===== src/rtl/pg_seg_adder_if.sv =====
// rtl/pg_seg_adder_if.sv - operand/result handshake bundle for pg_seg_adder
interface pg_seg_adder_if #(
  parameter int W = 64
);
  logic         in_valid;
  logic         in_ready;
  logic [W-1:0] a;
  logic [W-1:0] b;
  logic         c_in;
  logic         out_valid;
  logic [W-1:0] sum;
  logic         c_out;

  modport master (
    output in_valid, a, b, c_in,
    input  in_ready, out_valid, sum, c_out
  );

  modport slave (
    input  in_valid, a, b, c_in,
    output in_ready, out_valid, sum, c_out
  );
endinterface


===== src/rtl/pg_seg_adder.sv =====
// rtl/pg_seg_adder.sv - power-gated segmented ripple-carry adder with per-segment power sequencing
module pg_seg_adder #(
  parameter int SEG_W   = 16,
  parameter int N_SEG   = 4,
  parameter int PSW_DLY = 4
) (
  input  logic             i_clk,
  input  logic             i_rst_n,
  input  logic [N_SEG-2:0] i_seg_en,
  output logic [N_SEG-2:0] o_pse,
  output logic [N_SEG-2:0] o_iso_en,
  output logic [N_SEG-2:0] o_ret_en,
  pg_seg_adder_if.slave    bus
);
  localparam int W     = SEG_W * N_SEG;
  localparam int CNT_W = $clog2(PSW_DLY + 1);

  typedef enum logic [2:0] {
    S_OFF,
    S_PUP,
    S_RESTORE,
    S_ON,
    S_ISO,
    S_SAVE
  } pwr_state_t;

  // w_on[0] is the always-on segment 0
  logic [N_SEG-1:0] w_on;
  logic [N_SEG-2:0] w_settled;
  logic [W-1:0]     w_sum;
  logic             w_cout;
  logic             w_accept;
  logic             r_out_valid;
  logic [W-1:0]     r_sum;
  logic             r_cout;

  assign w_on[0] = 1'b1;

  for (genvar g = 1; g < N_SEG; g++) begin : g_seg
    pwr_state_t       r_state;
    pwr_state_t       w_state_nxt;
    logic [CNT_W-1:0] r_cnt;
    logic [CNT_W-1:0] w_cnt_nxt;

    // power state and settle counter registers
    always_ff @(posedge i_clk or negedge i_rst_n) begin
      if (!i_rst_n) begin
        r_state <= S_OFF;
        r_cnt   <= '0;
      end else begin
        r_state <= w_state_nxt;
        r_cnt   <= w_cnt_nxt;
      end
    end

    // sequencing: requests are only looked at in the stable OFF/ON states
    always_comb begin
      w_state_nxt = r_state;
      w_cnt_nxt   = '0;
      unique case (r_state)
        S_OFF:     if (i_seg_en[g-1]) w_state_nxt = S_PUP;
        S_PUP: begin
          if (r_cnt == CNT_W'(PSW_DLY - 1)) w_state_nxt = S_RESTORE;
          else                              w_cnt_nxt   = r_cnt + CNT_W'(1);
        end
        S_RESTORE: w_state_nxt = S_ON;
        S_ON:      if (!i_seg_en[g-1]) w_state_nxt = S_ISO;
        S_ISO:     w_state_nxt = S_SAVE;
        S_SAVE:    w_state_nxt = S_OFF;
        default:   w_state_nxt = S_OFF;
      endcase
    end

    assign o_pse[g-1]     = (r_state != S_OFF);
    assign o_iso_en[g-1]  = (r_state != S_ON);
    assign o_ret_en[g-1]  = (r_state == S_OFF) || (r_state == S_PUP) || (r_state == S_SAVE);
    assign w_on[g]        = (r_state == S_ON);
    assign w_settled[g-1] = i_seg_en[g-1] ? (r_state == S_ON) : (r_state == S_OFF);
  end

  assign bus.in_ready = &w_settled;
  assign w_accept     = bus.in_valid && bus.in_ready;

  // ripple through the contiguous powered prefix; segments past the first gap read as clamp 0
  always_comb begin
    logic             act;
    logic             carry;
    logic [SEG_W:0]   seg_add;
    w_sum   = '0;
    act     = 1'b1;
    carry   = bus.c_in;
    seg_add = '0;
    for (int s = 0; s < N_SEG; s++) begin
      act     = act && w_on[s];
      seg_add = {1'b0, bus.a[s*SEG_W +: SEG_W]} + {1'b0, bus.b[s*SEG_W +: SEG_W]}
              + (SEG_W+1)'(carry);
      if (act) begin
        w_sum[s*SEG_W +: SEG_W] = seg_add[SEG_W-1:0];
        carry                   = seg_add[SEG_W];
      end
    end
    w_cout = carry;
  end

  // result register: one-cycle valid pulse per accept, data held otherwise
  always_ff @(posedge i_clk or negedge i_rst_n) begin
    if (!i_rst_n) begin
      r_out_valid <= 1'b0;
      r_sum       <= '0;
      r_cout      <= 1'b0;
    end else begin
      r_out_valid <= w_accept;
      if (w_accept) begin
        r_sum  <= w_sum;
        r_cout <= w_cout;
      end
    end
  end

  assign bus.out_valid = r_out_valid;
  assign bus.sum       = r_sum;
  assign bus.c_out     = r_cout;
endmodule


===== src/flat_wrapper.sv =====
// flat-port wrapper written by rule: the top's interface ports become plain ports
module pg_seg_adder_flat 
#(
  parameter int SEG_W   = 16,
  parameter int N_SEG   = 4,
  parameter int PSW_DLY = 4
)
  (i_clk, i_rst_n, i_seg_en, o_pse, o_iso_en, o_ret_en, bus_in_valid, bus_a, bus_b, bus_c_in, bus_in_ready, bus_out_valid, bus_sum, bus_c_out);
  pg_seg_adder_if #(.W((SEG_W * N_SEG))) bus_i ();
  input  logic i_clk;
  input  logic i_rst_n;
  input  logic [N_SEG-2:0] i_seg_en;
  output logic [N_SEG-2:0] o_pse;
  output logic [N_SEG-2:0] o_iso_en;
  output logic [N_SEG-2:0] o_ret_en;
  input wire logic [$bits(bus_i.in_valid)-1:0] bus_in_valid;
  input wire logic [$bits(bus_i.a)-1:0] bus_a;
  input wire logic [$bits(bus_i.b)-1:0] bus_b;
  input wire logic [$bits(bus_i.c_in)-1:0] bus_c_in;
  output wire logic [$bits(bus_i.in_ready)-1:0] bus_in_ready;
  output wire logic [$bits(bus_i.out_valid)-1:0] bus_out_valid;
  output wire logic [$bits(bus_i.sum)-1:0] bus_sum;
  output wire logic [$bits(bus_i.c_out)-1:0] bus_c_out;
  assign bus_i.in_valid = bus_in_valid;
  assign bus_i.a = bus_a;
  assign bus_i.b = bus_b;
  assign bus_i.c_in = bus_c_in;
  assign bus_in_ready = bus_i.in_ready;
  assign bus_out_valid = bus_i.out_valid;
  assign bus_sum = bus_i.sum;
  assign bus_c_out = bus_i.c_out;
  pg_seg_adder #(.SEG_W(SEG_W), .N_SEG(N_SEG), .PSW_DLY(PSW_DLY)) u_core (.i_clk(i_clk), .i_rst_n(i_rst_n), .i_seg_en(i_seg_en), .o_pse(o_pse), .o_iso_en(o_iso_en), .o_ret_en(o_ret_en), .bus(bus_i));
endmodule

===== config.mk =====
export PLATFORM = sky130hd
export DESIGN_NAME = pg_seg_adder_flat
export DESIGN_NICKNAME = d
export VERILOG_FILES = /design/src/rtl/pg_seg_adder_if.sv /design/src/rtl/pg_seg_adder.sv /design/src/flat_wrapper.sv
export SDC_FILE = /design/constraint.sdc
export NUM_CORES = 1
export LEC_CHECK = 0
export CORE_ASPECT_RATIO = 0.9
export CORE_MARGIN = 2
export CORE_UTILIZATION = 35
export CTS_BUF_LIST = sky130_fd_sc_hd__clkbuf_8
export CTS_CLUSTER_SIZE = 10
export DETAILED_ROUTE_END_ITERATION = 8
export PLACE_DENSITY = 0.66
export SLEW_MARGIN = 20
export SYNTH_ARGS = -nofsm -noshare
export SYNTH_HDL_FRONTEND = slang
export SYNTH_SLANG_ARGS = --single-unit

===== constraint.sdc =====
create_clock -name i_clk -period 5.3 [get_ports i_clk]
set_clock_uncertainty 0.2 [all_clocks]
set_input_delay 0.53 -clock i_clk [delete_from_list [all_inputs] [get_ports i_clk]]
set_output_delay 0.53 -clock i_clk [all_outputs]
set_load 0.005 [all_outputs]

### The metal 1 layer

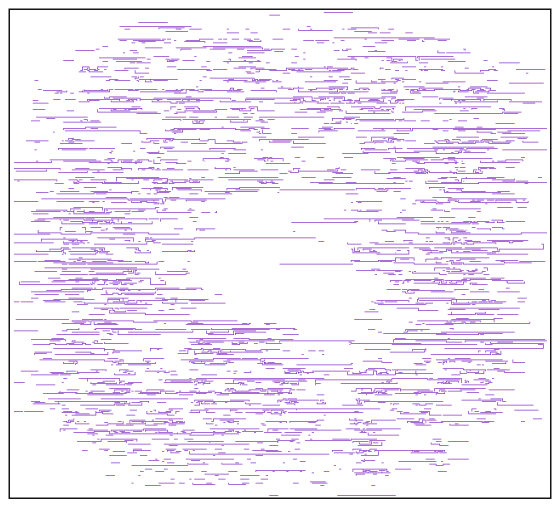
The layer carries 9040 um of wire. The longest straight run is 47.4 um. The wires run mostly horizontal. The layer holds 46% of the routed length.

### Sequential cells grouped by signal name

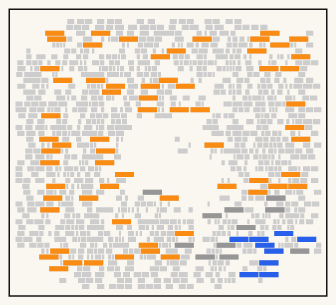
Key: blue = u_core.g_seg.r_cnt [flops 9, where lower right]; orange = u_core.bus.sum [flops 64, where spread over the die]
sequential power: 0.798 mW
sequential cell area share: 21.1%
final core occ: 56.2%
total area of sequential cells: 2100 um2

==> impl_metrics.py <==
# Auto-generated metrics
metrics = {
    "worst_setup_path": {
        "path_class": "in2reg",
        "r2r_end": "u_core.bus.sum[62]",
        "critPathMaxStageDelay_ns": 0.40,
        "crit_required_ns": 5.36,
        "r2r-start": "u_core.g_seg[1].r_state[2]",
        "crit_end": "u_core.bus.sum[62]",
        "crit_cells": 38,
        "crit_buf_inv": 2,
    },
    "layout": {
        "final-clk-cell-share_pct": 2.10,
        "nMultiInputCombCells": 581,
        "comb_area_um2": 4280,
        "ff_count": 84,
        "inverters": 24,
        "final_area_um2": 9960,
        "clkbuf_count": 10,
        "lay_top_cells": "203 x clkdlybuf4s50_1, 106 x buf_4, 96 x nand2_1",
        "drive_above_1_share_pct": 20.2,
    },
    "global_route": {
        "use_met1_pct": 27.3,
        "antenna_found_initial": 0,
        "grt_max_degree": 62,
    },
    "die": {
        "fp.dieH_um": 132,
    },
    "placed_design": {
        "placed_cell_area_um2": 9360,
        "pre_cts_ws_ns": -3.59,
        "place_inst": 1222,
        "portBuffers": 210,
    },
    "detailed_routing": {
        "wl_met2_um": 9050,
        "vias": 6319,
    },
    "final_timing": {
        "clock.fmax_mhz": 129,
        "timing.final.ws_setup_ns": -2.47,
        "report.final.slew_viol_count": 0,
        "setup_viol": 29,
        "worst_slew_pin_slew_ns": 0.664,
    },
    "synthesis": {
        "async_flop_share_pct": 100,
        "syn_area_um2": 6350,
        "yosys_warnings": 0,
        "xor_share_pct": 5.79,
        "mux_share_pct": 0,
        "yosys_area_um2": 6350,
        "synth.avg_cell_area_um2": 8.92,
        "adder_share_pct": 14.9,
        "edf_count": 0,
        "simple_gate_area_share_pct": 19.0,
        "ys_top_cells_by_area": "dfrtp_1 33%, ha_1 12%, nand2_1 5.7%",
    },
    "pwr": {
        "comb_power_share_pct": 45.1,
        "finalPower_mw": 2.38,
        "ir_worst_vdd_mv": 0.103,
        "switching_share_pct": 34.8,
        "power_leader": "combinational logic",
    },
    "hold_path": {
        "hold_end": "u_core.g_seg[1].r_cnt[0]",
        "hold_start": "u_core.g_seg[1].r_cnt[0]",
    },
    "flow_run": {
        "tool_warnings": 29,
    },
    "cts": {
        "clk_pin_slew_ns": 0.09,
        "cts_setup_buffers": 17,
        "cts_resized": 45,
        "cts-root-buf": "clkbuf_8",
    },
    "run_status": {
        "violations": "negative setup slack",
        "run_status": "complete, but fails checks",
    },
}
### Cell density map

The die is cut into 15 by 13 equal tiles; white is low, dark blue is high, 0 to 100% covered.
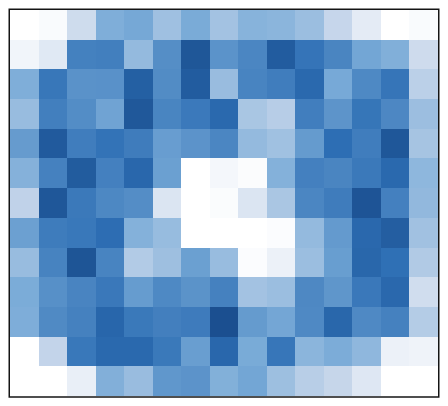
The mean over all tiles is 50%. The fullest tile reaches 88%. 14% of the tiles are over 75% full.

### Cell outlines without signal wires

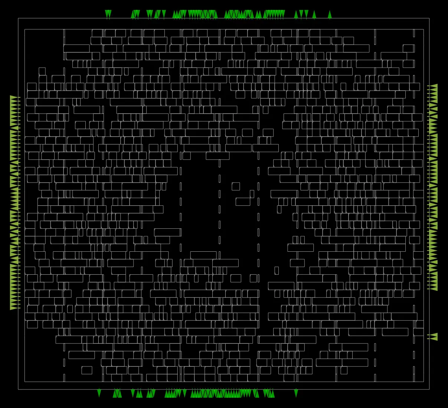
Non-Filler Instances: 1265
num tapcells: 240
Fillers: 1639

Power and IR drop assume default switching activity.
